==> src/rtl/voice_allocator_pkg.sv <==
// MIDI package for voice_allocator: message and voice record types, controller
// numbers, FSM states and a saturating age helper.
package MIDI;

    localparam logic [3:0] MSG_NOTE_OFF         = 4'h8;
    localparam logic [3:0] MSG_NOTE_ON          = 4'h9;
    localparam logic [3:0] MSG_POLY_PRESSURE    = 4'hA;
    localparam logic [3:0] MSG_CONTROL_CHANGE   = 4'hB;
    localparam logic [3:0] MSG_PROGRAM_CHANGE   = 4'hC;
    localparam logic [3:0] MSG_CHANNEL_PRESSURE = 4'hD;
    localparam logic [3:0] MSG_PITCH_BEND       = 4'hE;

    localparam logic [6:0] SUSTAIN_CC       = 7'd64;
    localparam logic [6:0] ALL_NOTES_OFF_CC = 7'd123;

    // Age field is sized for the widest supported AGE_WIDTH (16).
    localparam int AGE_W_MAX = 16;

    typedef struct packed {
        logic [3:0] message_type;
        logic [6:0] data_byte1;
        logic [6:0] data_byte2;
    } message_t;

    typedef struct packed {
        logic                 active;
        logic                 sustained;
        logic [6:0]           note;
        logic [6:0]           velocity;
        logic [AGE_W_MAX-1:0] age;
    } voice_t;

    typedef enum logic [1:0] {
        S_IDLE,
        S_LOOKUP,
        S_APPLY
    } state_t;

    function automatic logic [AGE_W_MAX-1:0] age_sat_inc(
        input logic [AGE_W_MAX-1:0] age,
        input logic [AGE_W_MAX-1:0] age_max
    );
        return (age >= age_max) ? age : age + 1'b1;
    endfunction

endpackage

==> src/rtl/voice_allocator_select.sv <==
// voice_select: combinational priority search for a matching active voice, the
// lowest free voice and the oldest voice (age ties resolve to the lowest index).
module voice_select
    import MIDI::*;
#(
    parameter  int VOICES = 4,
    localparam int IDX_W  = $clog2(VOICES)
) (
    input  logic [VOICES-1:0]                i_active,
    input  logic [VOICES-1:0][6:0]           i_note,
    input  logic [VOICES-1:0][AGE_W_MAX-1:0] i_age,
    input  logic [6:0]                       i_key,
    output logic                             o_match_found,
    output logic [IDX_W-1:0]                 o_match_idx,
    output logic                             o_free_found,
    output logic [IDX_W-1:0]                 o_free_idx,
    output logic [IDX_W-1:0]                 o_oldest_idx
);

    logic [AGE_W_MAX-1:0] w_oldest_age;

    always_comb begin
        o_match_found = 1'b0;
        o_match_idx   = '0;
        o_free_found  = 1'b0;
        o_free_idx    = '0;
        o_oldest_idx  = '0;
        w_oldest_age  = i_age[0];
        // Scanning downward lets the lowest index overwrite any higher hit.
        for (int i = VOICES - 1; i >= 0; i--) begin
            if (i_active[i] && (i_note[i] == i_key)) begin
                o_match_found = 1'b1;
                o_match_idx   = IDX_W'(i);
            end
            if (!i_active[i]) begin
                o_free_found = 1'b1;
                o_free_idx   = IDX_W'(i);
            end
        end
        for (int i = 1; i < VOICES; i++) begin
            if (i_age[i] > w_oldest_age) begin
                w_oldest_age = i_age[i];
                o_oldest_idx = IDX_W'(i);
            end
        end
    end

endmodule

==> src/rtl/voice_allocator.sv <==
// Polyphonic MIDI voice allocator: IDLE -> LOOKUP -> APPLY per message.
// Define VOICE_STEAL_EN to steal the oldest voice instead of dropping a NOTE_ON.
module voice_allocator
    import MIDI::*;
#(
    parameter int VOICES    = 4,
    parameter int AGE_WIDTH = 8
) (
    input  logic                   clock_50_000_000,
    input  logic                   reset_l,
    input  message_t               message,
    input  logic                   message_ready,
    output logic                   busy,
    output logic [VOICES-1:0]      voice_active,
    output logic [VOICES-1:0][6:0] voice_note,
    output logic [VOICES-1:0][6:0] voice_velocity,
    output logic [VOICES-1:0]      voice_trigger,
    output logic [VOICES-1:0]      voice_release,
    output logic                   overflow
);

    localparam int IDX_W = $clog2(VOICES);
    localparam logic [AGE_W_MAX-1:0] AGE_MAX = AGE_W_MAX'((1 << AGE_WIDTH) - 1);

    state_t                           r_state, w_state_nxt;
    message_t                         r_msg;
    voice_t                           r_voices     [VOICES];
    voice_t                           w_voices_nxt [VOICES];
    logic                             r_sustain, w_sustain_nxt;
    logic [VOICES-1:0]                r_trigger, w_trigger;
    logic [VOICES-1:0]                r_release, w_release;
    logic                             r_overflow, w_overflow;
    logic                             r_match_found, r_free_found;
    logic [IDX_W-1:0]                 r_match_idx, r_free_idx, r_oldest_idx;
    logic                             w_match_found, w_free_found;
    logic [IDX_W-1:0]                 w_match_idx, w_free_idx, w_oldest_idx;
    logic [VOICES-1:0]                w_active;
    logic [VOICES-1:0][6:0]           w_note;
    logic [VOICES-1:0][AGE_W_MAX-1:0] w_age;
    logic                             w_note_on, w_note_off, w_cc, w_assign;
    logic [IDX_W-1:0]                 w_tgt;

    always_ff @(posedge clock_50_000_000) begin
        if (!reset_l) r_state <= S_IDLE;
        else          r_state <= w_state_nxt;
    end

    always_comb begin
        w_state_nxt = r_state;
        busy        = 1'b0;
        case (r_state)
            S_IDLE:   if (message_ready) w_state_nxt = S_LOOKUP;
            S_LOOKUP: begin
                busy        = 1'b1;
                w_state_nxt = S_APPLY;
            end
            S_APPLY:  begin
                busy        = 1'b1;
                w_state_nxt = S_IDLE;
            end
            default:  w_state_nxt = S_IDLE;
        endcase
    end

    always_ff @(posedge clock_50_000_000) begin
        if (!reset_l)                              r_msg <= '0;
        else if (r_state == S_IDLE && message_ready) r_msg <= message;
    end

    always_comb begin
        for (int i = 0; i < VOICES; i++) begin
            w_active[i] = r_voices[i].active;
            w_note[i]   = r_voices[i].note;
            w_age[i]    = r_voices[i].age;
        end
    end

    voice_select #(.VOICES(VOICES)) u_select (
        .i_active      (w_active),
        .i_note        (w_note),
        .i_age         (w_age),
        .i_key         (r_msg.data_byte1),
        .o_match_found (w_match_found),
        .o_match_idx   (w_match_idx),
        .o_free_found  (w_free_found),
        .o_free_idx    (w_free_idx),
        .o_oldest_idx  (w_oldest_idx)
    );

    // LOOKUP: freeze the search results for the APPLY cycle.
    always_ff @(posedge clock_50_000_000) begin
        if (!reset_l) begin
            r_match_found <= 1'b0;
            r_match_idx   <= '0;
            r_free_found  <= 1'b0;
            r_free_idx    <= '0;
            r_oldest_idx  <= '0;
        end else if (r_state == S_LOOKUP) begin
            r_match_found <= w_match_found;
            r_match_idx   <= w_match_idx;
            r_free_found  <= w_free_found;
            r_free_idx    <= w_free_idx;
            r_oldest_idx  <= w_oldest_idx;
        end
    end

    // A NOTE_ON with velocity 0 is the running-status form of NOTE_OFF.
    assign w_note_on  = (r_msg.message_type == MSG_NOTE_ON) && (r_msg.data_byte2 != 7'd0);
    assign w_note_off = (r_msg.message_type == MSG_NOTE_OFF) ||
                        ((r_msg.message_type == MSG_NOTE_ON) && (r_msg.data_byte2 == 7'd0));
    assign w_cc       = (r_msg.message_type == MSG_CONTROL_CHANGE);

    // APPLY: next voice state and the one-cycle pulses.
    always_comb begin
        w_voices_nxt  = r_voices;
        w_trigger     = '0;
        w_release     = '0;
        w_overflow    = 1'b0;
        w_sustain_nxt = r_sustain;
        w_assign      = 1'b0;
        w_tgt         = '0;
        if (r_state == S_APPLY) begin
            if (w_note_on) begin
                if (r_match_found) begin
                    w_assign = 1'b1;
                    w_tgt    = r_match_idx;
                end else if (r_free_found) begin
                    w_assign = 1'b1;
                    w_tgt    = r_free_idx;
                end else begin
`ifdef VOICE_STEAL_EN
                    w_assign                = 1'b1;
                    w_tgt                   = r_oldest_idx;
                    w_release[r_oldest_idx] = 1'b1;
`else
                    w_overflow = 1'b1;
`endif
                end
            end
            if (w_note_off) begin
                for (int i = 0; i < VOICES; i++) begin
                    if (r_voices[i].active && r_voices[i].note == r_msg.data_byte1) begin
                        if (r_sustain) begin
                            w_voices_nxt[i].sustained = 1'b1;
                        end else begin
                            w_voices_nxt[i].active = 1'b0;
                            w_release[i]           = 1'b1;
                        end
                    end
                end
            end
            if (w_cc && r_msg.data_byte1 == SUSTAIN_CC) begin
                if (r_msg.data_byte2 >= 7'd64) begin
                    w_sustain_nxt = 1'b1;
                end else begin
                    w_sustain_nxt = 1'b0;
                    for (int i = 0; i < VOICES; i++) begin
                        if (r_voices[i].sustained) begin
                            w_voices_nxt[i].active    = 1'b0;
                            w_voices_nxt[i].sustained = 1'b0;
                            w_release[i]              = 1'b1;
                        end
                    end
                end
            end
            if (w_cc && r_msg.data_byte1 == ALL_NOTES_OFF_CC) begin
                w_sustain_nxt = 1'b0;
                for (int i = 0; i < VOICES; i++) begin
                    if (r_voices[i].active) w_release[i] = 1'b1;
                    w_voices_nxt[i].active    = 1'b0;
                    w_voices_nxt[i].sustained = 1'b0;
                end
            end
            if (w_assign) begin
                for (int i = 0; i < VOICES; i++) begin
                    if (IDX_W'(i) == w_tgt) begin
                        w_voices_nxt[i].active    = 1'b1;
                        w_voices_nxt[i].sustained = 1'b0;
                        w_voices_nxt[i].note      = r_msg.data_byte1;
                        w_voices_nxt[i].velocity  = r_msg.data_byte2;
                        w_voices_nxt[i].age       = '0;
                        w_trigger[i]              = 1'b1;
                    end else if (r_voices[i].active) begin
                        w_voices_nxt[i].age = age_sat_inc(r_voices[i].age, AGE_MAX);
                    end
                end
            end
        end
    end

    always_ff @(posedge clock_50_000_000) begin
        if (!reset_l) begin
            for (int i = 0; i < VOICES; i++) r_voices[i] <= '0;
            r_sustain  <= 1'b0;
            r_trigger  <= '0;
            r_release  <= '0;
            r_overflow <= 1'b0;
        end else begin
            r_voices   <= w_voices_nxt;
            r_sustain  <= w_sustain_nxt;
            r_trigger  <= w_trigger;
            r_release  <= w_release;
            r_overflow <= w_overflow;
        end
    end

    always_comb begin
        for (int i = 0; i < VOICES; i++) begin
            voice_active[i]   = r_voices[i].active;
            voice_note[i]     = r_voices[i].note;
            voice_velocity[i] = r_voices[i].velocity;
        end
    end

    assign voice_trigger = r_trigger;
    assign voice_release = r_release;
    assign overflow      = r_overflow;

endmodule

==> config.mk <==
export PLATFORM = sky130hd
export DESIGN_NAME = voice_allocator
export DESIGN_NICKNAME = d
export VERILOG_FILES = /design/src/rtl/voice_allocator_pkg.sv /design/src/rtl/voice_allocator_select.sv /design/src/rtl/voice_allocator.sv
export SDC_FILE = /design/constraint.sdc
export NUM_CORES = 1
export LEC_CHECK = 0
export CORE_MARGIN = 3
export CORE_UTILIZATION = 56
export DETAILED_ROUTE_END_ITERATION = 8
export PLACE_DENSITY = 0.85
export SYNTH_ARGS = -nofsm -noshare
export SYNTH_HDL_FRONTEND = slang
export SYNTH_SLANG_ARGS = --single-unit
==> constraint.sdc <==
create_clock -name clock_50_000_000 -period 5.15 [get_ports clock_50_000_000]
set_input_delay 1.03 -clock clock_50_000_000 [delete_from_list [all_inputs] [get_ports clock_50_000_000]]
set_output_delay 1.03 -clock clock_50_000_000 [all_outputs]
set_load 0.005 [all_outputs]
==> images/pins.png <==
Drawn at 4 px/um. Pins as bars across the die edge, other pins in grey.
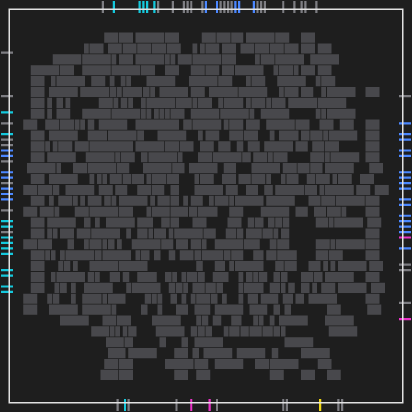
- yellow: overflow (pins 1; direction output; edge bottom)
- blue: voice_note (pins 28; direction output; edge 16 right, 7 left, 5 top)
- cyan: message (pins 18; direction input; edge 12 left, 5 top, 1 bottom)
- magenta: voice_active (pins 4; direction output; edge 2 right, 2 bottom)
- all pins by edge: 29 top, 28 left, 22 right, 12 bottom
Die X: 98.0 um
I/O Buffers: 90

==> images/met3.png <==
Drawn at 4 px/um.
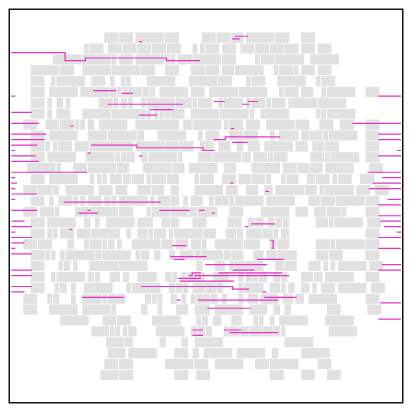
- main direction: horizontal
- longest straight run: 23.9 um
- share of all routed wire: 5.9%
- wire length on this layer: 636 um
- nets with wire on the layer: 79
final WL: 10,700 um
via count: 3,602
Global Route met3 Usage: 5.29%

==> images/final_congestion.png <==
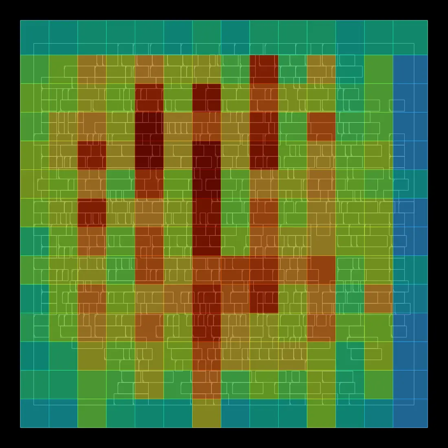
Core Util, Final: 67.9%
met1 Resource Use GR: 28.4%
Tot GR Track Use: 22.2%

==> flow_metrics.py <==
# Flow results
metrics = {
    "place": {
        "place_ws_ns": 2.17,
        "place_hpwl_um": 7510,
        "gp_congestion": 0.910,
        "dp_cells": 626,
    },
    "pwr": {
        "powerSeq_uw": 841,
        "finalPower_mw": 1.57,
        "pwr-share-comb_pct": 10.5,
        "pg_comb_uw": 164,
        "powerClk_uw": 565,
        "pwr-share-seq_pct": 53.6,
        "p_per_area_mw_per_mm2": 290,
        "ir_drop_uv": 214,
        "p_switching_uw": 421,
        "clockPowerShare_pct": 36.0,
        "maxPowerGroup": "sequential cells",
        "cellInternalPower_mw": 1.15,
        "p_leak_nw": 2.27,
        "switching_share_pct": 26.8,
    },
    "clocking": {
        "cts_buffers": 9,
        "clock-sinks": 100,
        "cts_root_buf": "clkbuf_8",
        "cts_hold_buf": 0,
        "h-tree-depth": 3,
        "clock_latency_ns": 0.37,
        "postCtsSetupRepairBufs": 0,
        "cts-resized-gates": 0,
        "clk_pin_slew_ns": 0.10,
        "cts_tree": "built",
        "clockBufferDepth": 2,
    },
    "sta": {
        "worst_pin_slew_ns": 1.25,
        "setup_ws_ns": 2.50,
        "period_used_pct": 51.5,
        "finClkSkew_ns": 0.00917,
        "final_hold_viol_count": 0,
        "fmax_mhz": 377,
        "finalSetupViolCount": 0,
        "slew-limit-headroom_pct": 16.6,
        "drv_slew": 0,
        "rsz0062_at_grt": "false",
        "min_period_ns": 2.65,
        "tns_ns": 0,
    },
    "synth": {
        "synthesis.area_mm2": 0.00474,
        "yosysTopAreaCellShare_pct": 42.2,
        "syn_inst": 521,
        "synthTopCellsByArea": "dfxtp_1 42%, mux2i_1 12%, buf_4 9.7%",
        "synth_top_cell_by_count": "dfxtp_1",
        "synth_top_cell_by_area": "dfxtp_1",
        "yosysCellCount": 521,
        "synth-main-ff-cell": "dfxtp_1",
        "synth-edff-count": 0,
        "numSynthFlops": 100,
        "yosysChipArea_mm2": 0.00474,
        "synthesis.nets": 547,
        "yosysWarnings": 0,
        "synth.avg_cell_area_um2": 9.10,
        "async_reset_ff_share_pct": 0,
        "ys_types": 51,
        "synth_seq_share_pct": 42.2,
        "common_cells": "100 x dfxtp_1, 65 x nor2_1, 61 x buf_4",
    },
    "critical_path": {
        "path_buffers": 2,
        "cp.required_ns": 4.12,
        "crit_arrival_ns": 1.62,
        "cp_max_fo": 4,
        "crit_path_max_incr_delay_ns": 0.49,
        "path_class": "reg -> out",
        "cp_top_family": "buffers and inverters",
        "critical_path.endpoint_type": "output pin",
        "rr_worst_depth": 6,
        "path_cells": "inv_1 > ha_1 > clkdlybuf4s50_1",
        "endpoint": "busy",
        "regToRegEndpoint": "r_voices[30]$_SDFFE_PN0P_",
        "r2r_start": "r_state[0]$_SDFFE_PN0P_",
        "critPathLaunchType": "flip-flop",
        "r2r_slack_ns": 2.73,
        "cp_slowest_cell": "clkdlybuf4s50_1",
        "crit_cells": 3,
        "crit_start": "r_state[0]$_SDFFE_PN0P_",
    },
    "global_routing": {
        "grt_max_degree": 62,
        "grt_pass1_vias": 3439,
        "antenna_found_initial": 0,
        "grt_pass1_wl_um": 17300,
        "grt_overflow": 0,
    },
    "die": {
        "num_rows": 32,
        "core_util_floorplan_pct": 59.5,
        "fp.dieArea_mm2": 0.00961,
        "io_pins": 91,
        "coreArea_mm2": 0.00797,
    },
    "finish": {
        "num_antenna_cells": 0,
        "drive_gt1_share_pct": 5.00,
        "final_nets": 561,
        "instances_no_fill": 642,
        "synthToLayoutAreaGrowth_pct": 14.1,
    },
    "detailed_routing": {
        "first_iter_violations": 324,
        "first_pass_iters": 5,
        "final_antenna_net_count": 0,
        "route.detailed.drc": 0,
        "vias_per_cell": 5.61,
    },
    "hold_path": {
        "hp-class": "reg -> reg",
    },
    "flow_run": {
        "cap_violations": 0,
        "warning_count": 30,
    },
    "run_status": {
        "status": "finished, final reports clean",
    },
}
==> images/met2.png <==
Drawn at 4 px/um.
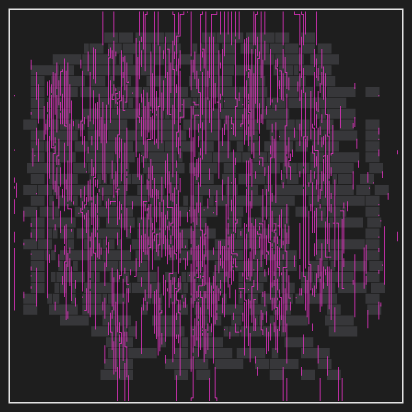
- share of all routed wire: 48%
- wire length on this layer: 5,150 um
met2 usage: 36.4%

==> images/wire_density.png <==
Drawn at 4 px/um. The die is cut into 20 by 20 equal tiles; dark blue is low, red is high, scaled to the fullest tile. Values are wire area over tile area, all layers added.
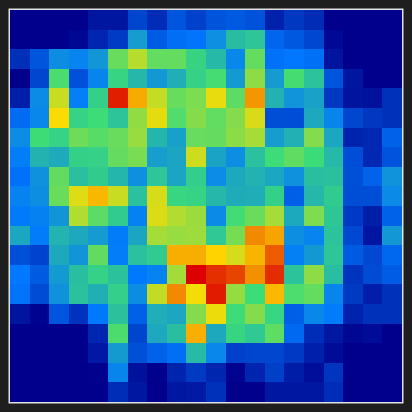
- tiles over half the peak: 23%
- nearly empty tiles: 14%
- mean over tiles: 0.18
- densest ninth of the die: middle
- fullest tile: 0.57
Wirelength per Cell: 16.7 um

-- placed cells by master, fill, tap and decap left out, drive strengths merged, types with 2 or more instances in the layout --
master	n
clkbuf	9
nor4b	3
a21o	2
xor2	14
and4	3
clkdlybuf4s50	90
xnor2	14
nand2	52
bufinv	2
dfxtp	100
nand2b	5
a211oi	4
a21oi	35
nand4	4
nor3	5
a22oi	3
a31oi	2
clkinv	3
ha	5
and2	3
nand3	8
o211ai	2
inv	10
or3	3
o21ai	8
nand4b	2
nor2	65
mux2i	58
nor3b	3
nor4	7
-- worst min-delay path: stages, from the launching register on --
cell and delay, ns:
dfxtp_1 0.33, nand2_1 0.06, a21oi_1 0.05
-- stage by stage --
step / hold WS [ns] / instance area [um2] / util, %
6_report: 0.480 / 5410 / 67.9
5_1_grt: 0.511 / 5410 / 67.9
4_1_cts: 0.483 / 5410 / 67.9
3_5_place_dp: 0.464 / 5180 / 65.0
3_3_place_gp: 0.457 / 5180 / 65.0
2_1_floorplan: 0.445 / 4740 / -
-- flip-flops by register name, summed over array words and instances, names as in the netlist --
| register | cells |
|---|---|
| r_voices | 4 |
| voice_note | 28 |
| r_state | 2 |
| overflow | 1 |
| r_match_found | 1 |
| r_match_idx | 2 |
| r_free_idx | 2 |
| voice_active | 4 |
| r_msg | 18 |
| r_free_found | 1 |
| voice_release | 4 |
| r_sustain | 1 |
| voice_velocity | 28 |
| voice_trigger | 4 |
-- kinds of logic (layout without fill, tap and decap cells) --
| group | after synthesis | after routing | synth area share [%] |
|---|---|---|---|
| AND-OR/OR-AND | 66 | 66 | 8.76 |
| XOR/XNOR | 28 | 28 | 5.17 |
| adder cells (fa/ha/maj) | 5 | 5 | 1.32 |
| buffers and inverters | 96 | 115 | 13.3 |
| flip-flops | 100 | 100 | 42.2 |
| multiplexers | 58 | 58 | 12.2 |
| AND/OR/NAND/NOR | 168 | 168 | 17.0 |
-- cell type report --
cell class	instances	area, um2
fill	640	2560
multi-input combinational	325	2110
sequential	100	2000
timing repair buffer	91	908
tap	102	128
clock buffer	9	124
clock inverter	7	109
inverter	8	30.0
-- metal layers --
layer / part of all wire, % / global-route usage (%) / wire length [um]
met5: 0 / 0 / 0
met4: 2.5 / 8.63 / 270
met3: 5.9 / 5.29 / 635
met2: 48 / 36.4 / 5150
met1: 43 / 28.4 / 4650
-- how the worst min path moves through the flow --
stage	cells past startpoint	from	slack, ns	endpoint
4_1_cts	2	r_msg[16]$_SDFFE_PN0P_	0.48	r_msg[16]$_SDFFE_PN0P_
2_1_floorplan	2	r_msg[16]$_SDFFE_PN0P_	0.44	r_msg[16]$_SDFFE_PN0P_
3_5_place_dp	2	r_msg[16]$_SDFFE_PN0P_	0.46	r_msg[16]$_SDFFE_PN0P_
6_report	2	r_msg[16]$_SDFFE_PN0P_	0.48	r_msg[16]$_SDFFE_PN0P_
5_1_grt	2	r_msg[16]$_SDFFE_PN0P_	0.51	r_msg[16]$_SDFFE_PN0P_
3_3_place_gp	2	r_msg[16]$_SDFFE_PN0P_	0.46	r_msg[16]$_SDFFE_PN0P_
Power is estimated from default activity; no workload was simulated.
